==> src/rtl/muldiv_unit.sv <==
// Iterative RV32M multiply/divide unit: shift-add multiply and restoring divide, one bit per cycle.
// Operands are captured as magnitudes at accept; the sign fix-up is applied on the edge into DONE.
module muldiv_unit #(
  parameter int unsigned XLEN = 32
) (
  input  logic            clk,
  input  logic            rst,
  input  logic            start,
  input  logic            flush,
  input  logic [2:0]      funct3,
  input  logic [XLEN-1:0] rs1_data_EX,
  input  logic [XLEN-1:0] rs2_data_EX,
  output logic [XLEN-1:0] result,
  output logic            done,
  output logic            busy,
  output logic            stall_EX
);

  typedef enum logic [1:0] {StIdle, StRun, StDone} state_e;

  state_e            state_q, state_d;
  logic [4:0]        cnt_q, cnt_d;
  logic [2:0]        op_q, op_d;
  logic              neg_q, neg_d;
  logic [XLEN-1:0]   opnd_q, opnd_d;
  logic [2*XLEN-1:0] acc_q, acc_d;
  logic [XLEN-1:0]   result_q, result_d;

  // Accept-time decode of the incoming operands
  logic            rs1_signed, rs2_signed, sa, sb;
  logic [XLEN-1:0] a_mag, b_mag;
  logic            div_zero, div_ovf, special;
  logic [XLEN-1:0] special_res;

  assign rs1_signed = !(funct3 == 3'b011 || funct3 == 3'b101 || funct3 == 3'b111);
  assign rs2_signed = (funct3 == 3'b000 || funct3 == 3'b001 ||
                       funct3 == 3'b100 || funct3 == 3'b110);
  assign sa    = rs1_signed & rs1_data_EX[XLEN-1];
  assign sb    = rs2_signed & rs2_data_EX[XLEN-1];
  assign a_mag = sa ? -rs1_data_EX : rs1_data_EX;
  assign b_mag = sb ? -rs2_data_EX : rs2_data_EX;

  assign div_zero = funct3[2] & (rs2_data_EX == '0);
  assign div_ovf  = (funct3 == 3'b100 || funct3 == 3'b110) &&
                    (rs1_data_EX == {1'b1, {(XLEN-1){1'b0}}}) && (rs2_data_EX == '1);
  assign special  = div_zero | div_ovf;

  always_comb begin
    special_res = '0;
    if (div_zero)     special_res = funct3[1] ? rs1_data_EX : '1;
    else if (div_ovf) special_res = funct3[1] ? '0 : {1'b1, {(XLEN-1){1'b0}}};
  end

  // One iteration: multiply keeps {partial product, remaining multiplier},
  // divide keeps {partial remainder, remaining dividend / quotient bits}.
  logic [XLEN:0]     mul_sum, rem_sh;
  logic [XLEN+1:0]   diff;
  logic [2*XLEN-1:0] mul_next, div_next, step, prod;
  logic [XLEN-1:0]   quo, rem, fixed;

  assign mul_sum  = {1'b0, acc_q[2*XLEN-1:XLEN]} + (acc_q[0] ? {1'b0, opnd_q} : '0);
  assign mul_next = {mul_sum, acc_q[XLEN-1:1]};
  assign rem_sh   = {acc_q[2*XLEN-1:XLEN], acc_q[XLEN-1]};
  assign diff     = {1'b0, rem_sh} - {2'b00, opnd_q};
  assign div_next = diff[XLEN+1] ? {rem_sh[XLEN-1:0], acc_q[XLEN-2:0], 1'b0}
                                 : {diff[XLEN-1:0], acc_q[XLEN-2:0], 1'b1};
  assign step     = op_q[2] ? div_next : mul_next;

  assign prod = neg_q ? -step : step;
  assign quo  = neg_q ? -step[XLEN-1:0] : step[XLEN-1:0];
  assign rem  = neg_q ? -step[2*XLEN-1:XLEN] : step[2*XLEN-1:XLEN];

  always_comb begin
    fixed = '0;
    if (op_q[2])               fixed = op_q[1] ? rem : quo;
    else if (op_q[1:0] == '0) fixed = prod[XLEN-1:0];
    else                       fixed = prod[2*XLEN-1:XLEN];
  end

  always_comb begin
    state_d  = state_q;
    cnt_d    = cnt_q;
    op_d     = op_q;
    neg_d    = neg_q;
    opnd_d   = opnd_q;
    acc_d    = acc_q;
    result_d = result_q;
    unique case (state_q)
      StIdle: begin
        if (start && !flush) begin
          op_d   = funct3;
          neg_d  = (funct3 == 3'b110) ? sa : (sa ^ sb);
          opnd_d = funct3[2] ? b_mag : a_mag;
          acc_d  = {{XLEN{1'b0}}, (funct3[2] ? a_mag : b_mag)};
          cnt_d  = '0;
          if (special) begin
            state_d  = StDone;
            result_d = special_res;
          end else begin
            state_d = StRun;
          end
        end
      end
      StRun: begin
        acc_d = step;
        cnt_d = cnt_q + 5'd1;
        if (cnt_q == 5'(XLEN-1)) begin
          state_d  = StDone;
          result_d = fixed;
        end
      end
      StDone:  state_d = StIdle;
      default: state_d = StIdle;
    endcase
    if (flush) begin
      state_d  = StIdle;
      cnt_d    = '0;
      result_d = result_q;
    end
  end

  always_ff @(posedge clk or posedge rst) begin
    if (rst) begin
      state_q  <= StIdle;
      cnt_q    <= '0;
      op_q     <= '0;
      neg_q    <= 1'b0;
      opnd_q   <= '0;
      acc_q    <= '0;
      result_q <= '0;
    end else begin
      state_q  <= state_d;
      cnt_q    <= cnt_d;
      op_q     <= op_d;
      neg_q    <= neg_d;
      opnd_q   <= opnd_d;
      acc_q    <= acc_d;
      result_q <= result_d;
    end
  end

  assign result   = result_q;
  assign done     = (state_q == StDone);
  assign busy     = (state_q != StIdle);
  assign stall_EX = ((state_q == StIdle) & start & ~flush) | (state_q == StRun);

endmodule

==> config.mk <==
export PLATFORM = sky130hd
export DESIGN_NAME = muldiv_unit
export DESIGN_NICKNAME = d
export VERILOG_FILES = /design/src/rtl/muldiv_unit.sv
export SDC_FILE = /design/constraint.sdc
export NUM_CORES = 1
export LEC_CHECK = 0
export CORE_MARGIN = 2
export CORE_UTILIZATION = 62
export CTS_CLUSTER_DIAMETER = 200
export DETAILED_ROUTE_END_ITERATION = 8
export PLACE_DENSITY = 0.93
export SLEW_MARGIN = 20
export SYNTH_ARGS = -nofsm -noshare
export SYNTH_HDL_FRONTEND = slang
export SYNTH_SLANG_ARGS = --single-unit
==> constraint.sdc <==
create_clock -name clk -period 6.25 [get_ports clk]
set_input_delay 1.25 -clock clk [delete_from_list [all_inputs] [get_ports clk]]
set_output_delay 1.25 -clock clk [all_outputs]
set_load 0.05 [all_outputs]
Fig. 1: signal wires on met3
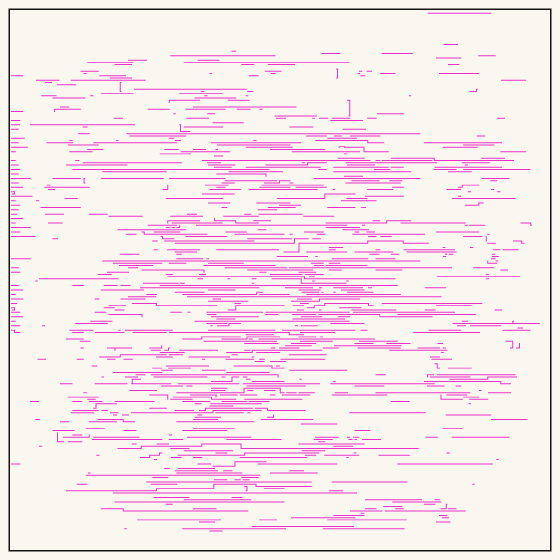
nets with wire on the layer: 445
longest straight run: 96.6 um
wire length on this layer: 7,090 um

==> flow_metrics.py <==
# Metrics from the implementation run
metrics = {
    "run": {
        "warnings": 29,
    },
    "run_status": {
        "status": "finished, violations left",
        "violations": "DRC",
    },
    "yosys": {
        "syn_area_sq_um": 15980,
        "ys_types": 102,
        "synth-edff-count": 0,
        "yosysSeqAreaShare_pct": 21.77,
        "yosys.area.top_type_share_pct": 21.77,
        "ys_top_cells_by_area": "dfrtp_1, o21ai_0, nand2_1, a21oi_1, ha_1",
        "topCombFamilyByArea": "AND-OR/OR-AND gates",
        "synth.most_common_cell": "nand2_1",
        "async_reset_ff_share_pct": 100.0,
        "synth-main-ff-cell": "dfrtp_1",
        "synthCells": 2181,
        "synth_chip_area_sq_um": 15980,
        "simple_gate_share_pct": 23.53,
        "yosys.area.top_type": "dfrtp_1",
    },
    "floorplanning": {
        "dieHeight_um": 164.5,
        "die_area_sq_um": 27070,
        "fp-row-count": 58,
        "die_x_um": 164.5,
    },
    "final_layout": {
        "nets": 2357,
        "design_area_sq_um": 17840,
        "postLayoutCoreUtil_pct": 70.63,
        "area_delta_synth_final_pct": 11.63,
        "antenna_cells": 0,
        "layout-drive-gt1-share_pct": 7.053,
    },
    "drt": {
        "wl_um": 62210,
        "top_layer_used": "met5",
        "drt_iter0_markers": 3060,
        "ant_nets": 0,
        "dr_total_vias": 18255,
        "wire_per_inst_um": 24.34,
        "dr_wl_met3_um": 7085,
        "wl_met1_um": 23440,
        "drc_errors": 4,
        "wl_met2_um": 26920,
        "via_per_inst": 7.142,
    },
    "hold_path": {
        "whs_path_depth": 2,
        "worstHoldEndpoint": "result[15]",
        "hp-start": "result[15]",
        "hp-class": "reg -> reg",
    },
    "clock_tree": {
        "hold_buffers": 0,
        "htreeDepth": 4,
        "clk_pin_slew_worst_paths_ns": 0.08,
        "cts-resized-gates": 0,
        "clkLatencyLatePin_ns": 0.45,
        "clock_sinks": 139,
        "cts.path.max_buffers": 2,
        "cts_tree": "done",
        "post_cts_buffers": 0,
        "numCtsBuffers": 17,
    },
    "worst_setup_path": {
        "startpoint_type": "register",
        "r2r_slack_ns": 0.84,
        "arrival_ns": 5.71,
        "crit_type": "reg -> reg",
        "worstSetupEndpointType": "register",
        "rr_worst_depth": 18,
        "reg2reg_from": "opnd_q[4]",
        "crit_path_max_fanout": 7,
        "rr_endpoint": "result[10]",
    },
    "global_route": {
        "grt_pass1_wl_um": 94830,
        "grt_max_degree": 108,
        "track_usage_pct": 45.59,
        "antenna_found_initial": 1,
    },
    "timing": {
        "fin_worst_skew_ns": 0.01310,
        "rsz0062_at_grt": "no",
        "maxSlewViolCount": 0,
        "setup_viol": 0,
        "fin_crit_sh_pct": 86.63,
        "tightest_slew_ns": 1.123,
        "fmax_ghz": 0.1847,
        "fin_crit_ns": 5.415,
        "hold_viol_final": 0,
    },
    "power_and_ir_drop": {
        "ir_drop_v": 0.0003473,
    },
    "placed_design": {
        "io_buffers": 105,
        "place_area_sq_um": 17240,
        "place.gp.congestion": 1.088,
    },
}
Fig. 2: power grid
The bar under the picture is 50 um long. Pins as bars on the die edge.
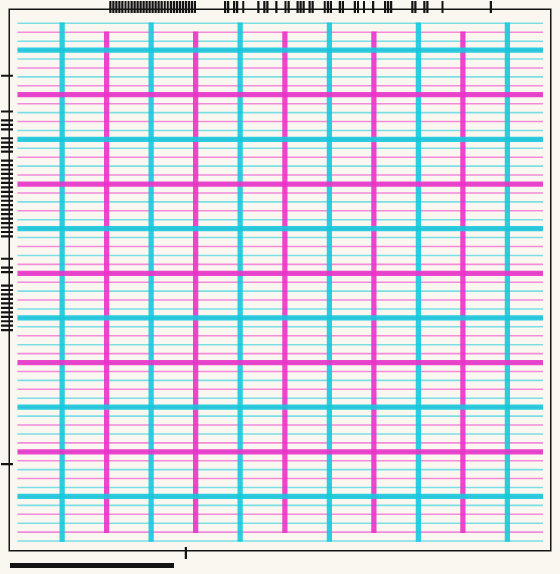
[VSS] cyan
[VDD] magenta
met1 rails: 59
signal pins: 106
rows: 58
met5 straps: 11
met4 straps: 11

layer usage:
layer | vias up | global-route usage (%)
met1 | 8536 | 58.85
met3 | 261 | 10.10
met2 | 1326 | 69.08
met4 | 2 | 29.13
met5 | - | 0
li1 | 8130 | -
cells in the final DEF, fill, tap and decap left out, types with 18 or more instances in the layout:
master / netlist / routed
nand2_1: 243 / 243
o21ai_0: 220 / 220
nor2_1: 204 / 202
a21oi_1: 180 / 180
dfrtp_1: 139 / 137
clkdlybuf4s50_1: 0 / 103
xnor2_1: 90 / 90
ha_1: 71 / 71
xor2_1: 67 / 67
inv_1: 65 / 64
nor3_1: 61 / 61
buf_4: 3 / 50
and2_1: 48 / 47
a31oi_1: 46 / 46
mux2i_1: 41 / 41
nand3_1: 39 / 38
o221ai_1: 34 / 34
o31ai_1: 32 / 32
o211ai_1: 30 / 30
nand4_1: 28 / 28
a21o_1: 25 / 25
nand2b_1: 22 / 21
a211oi_1: 21 / 21
or3_1: 20 / 20
nor4_1: 20 / 19
a22o_1: 18 / 18
cell type report:
class / instances / area (sq um)
Multi-Input combinational cell: 1832 / 11680
Sequential cell: 139 / 3483
Inverter: 69 / 264.0
Tap cell: 330 / 412.9
Fill cell: 2132 / 7417
Clock buffer: 18 / 439.2
Timing Repair Buffer: 154 / 1411
Clock inverter: 14 / 150.1
power breakdown:
part           leakage, uW  switching (uW)  internal, uW
combinational      0.00505            3810          2080
sequential         0.00176             331          1120
clock             0.000282             487           576
registers in the layout (all words and copies together), names as in the netlist:
signal,count
state_q,2
cnt_q,5
result,32
neg_q,1
op_q,3
acc_q,64
opnd_q,32
metrics by stage:
stage	total power [uW]	instances	hold WS (ns)	worst slack [ns]
final	8405	2556	0.5121	0.8353
after global routing	8844	2556	0.5362	0.6066
after CTS	8113	2556	0.5020	1.027
after detailed placement	7029	2524	0.4858	0.6215
after global placement	6889	2524	0.4854	0.7481
after floorplan	5386	2181	0.4632	1.124
cells by family after synthesis:
group | after synthesis
compound gates | 776
xor+xnor | 157
fa+ha+maj | 73
buf+inv | 210
flops | 139
mux | 51
simple gates | 775
worst max-delay path: stages (launching register included):
cell and delay (ns):
dfrtp_1 0.39, inv_1 0.06, ha_1 0.39, a21o_1 0.24, a31oi_1 0.34, a21boi_2 0.15, o31a_1 0.39, nor2_2 0.20
nand2_1 0.09, o21ai_0 0.17, ha_1 0.32, nand2_1 0.17, nor3_1 0.38, nand4_1 0.45, and2_1 0.40, o311ai_0 0.35
a21oi_1 0.06, o21ai_0 0.52, a31oi_1 0.17
worst max-delay path by stage:
stage / from / to / slack (ns) / cells after the start
floorplan: op_q[2] / result[26] / 1.12 / 20
global placement: rs1_data_EX[7] / result[27] / 0.75 / 14
detailed placement: rs1_data_EX[7] / result[21] / 0.62 / 14
CTS: rs1_data_EX[7] / result[28] / 1.03 / 14
global route: opnd_q[4] / result[8] / 0.61 / 20
finish: opnd_q[4] / result[10] / 0.84 / 18
No activity file was given, so power comes from the tool's default toggle rates.
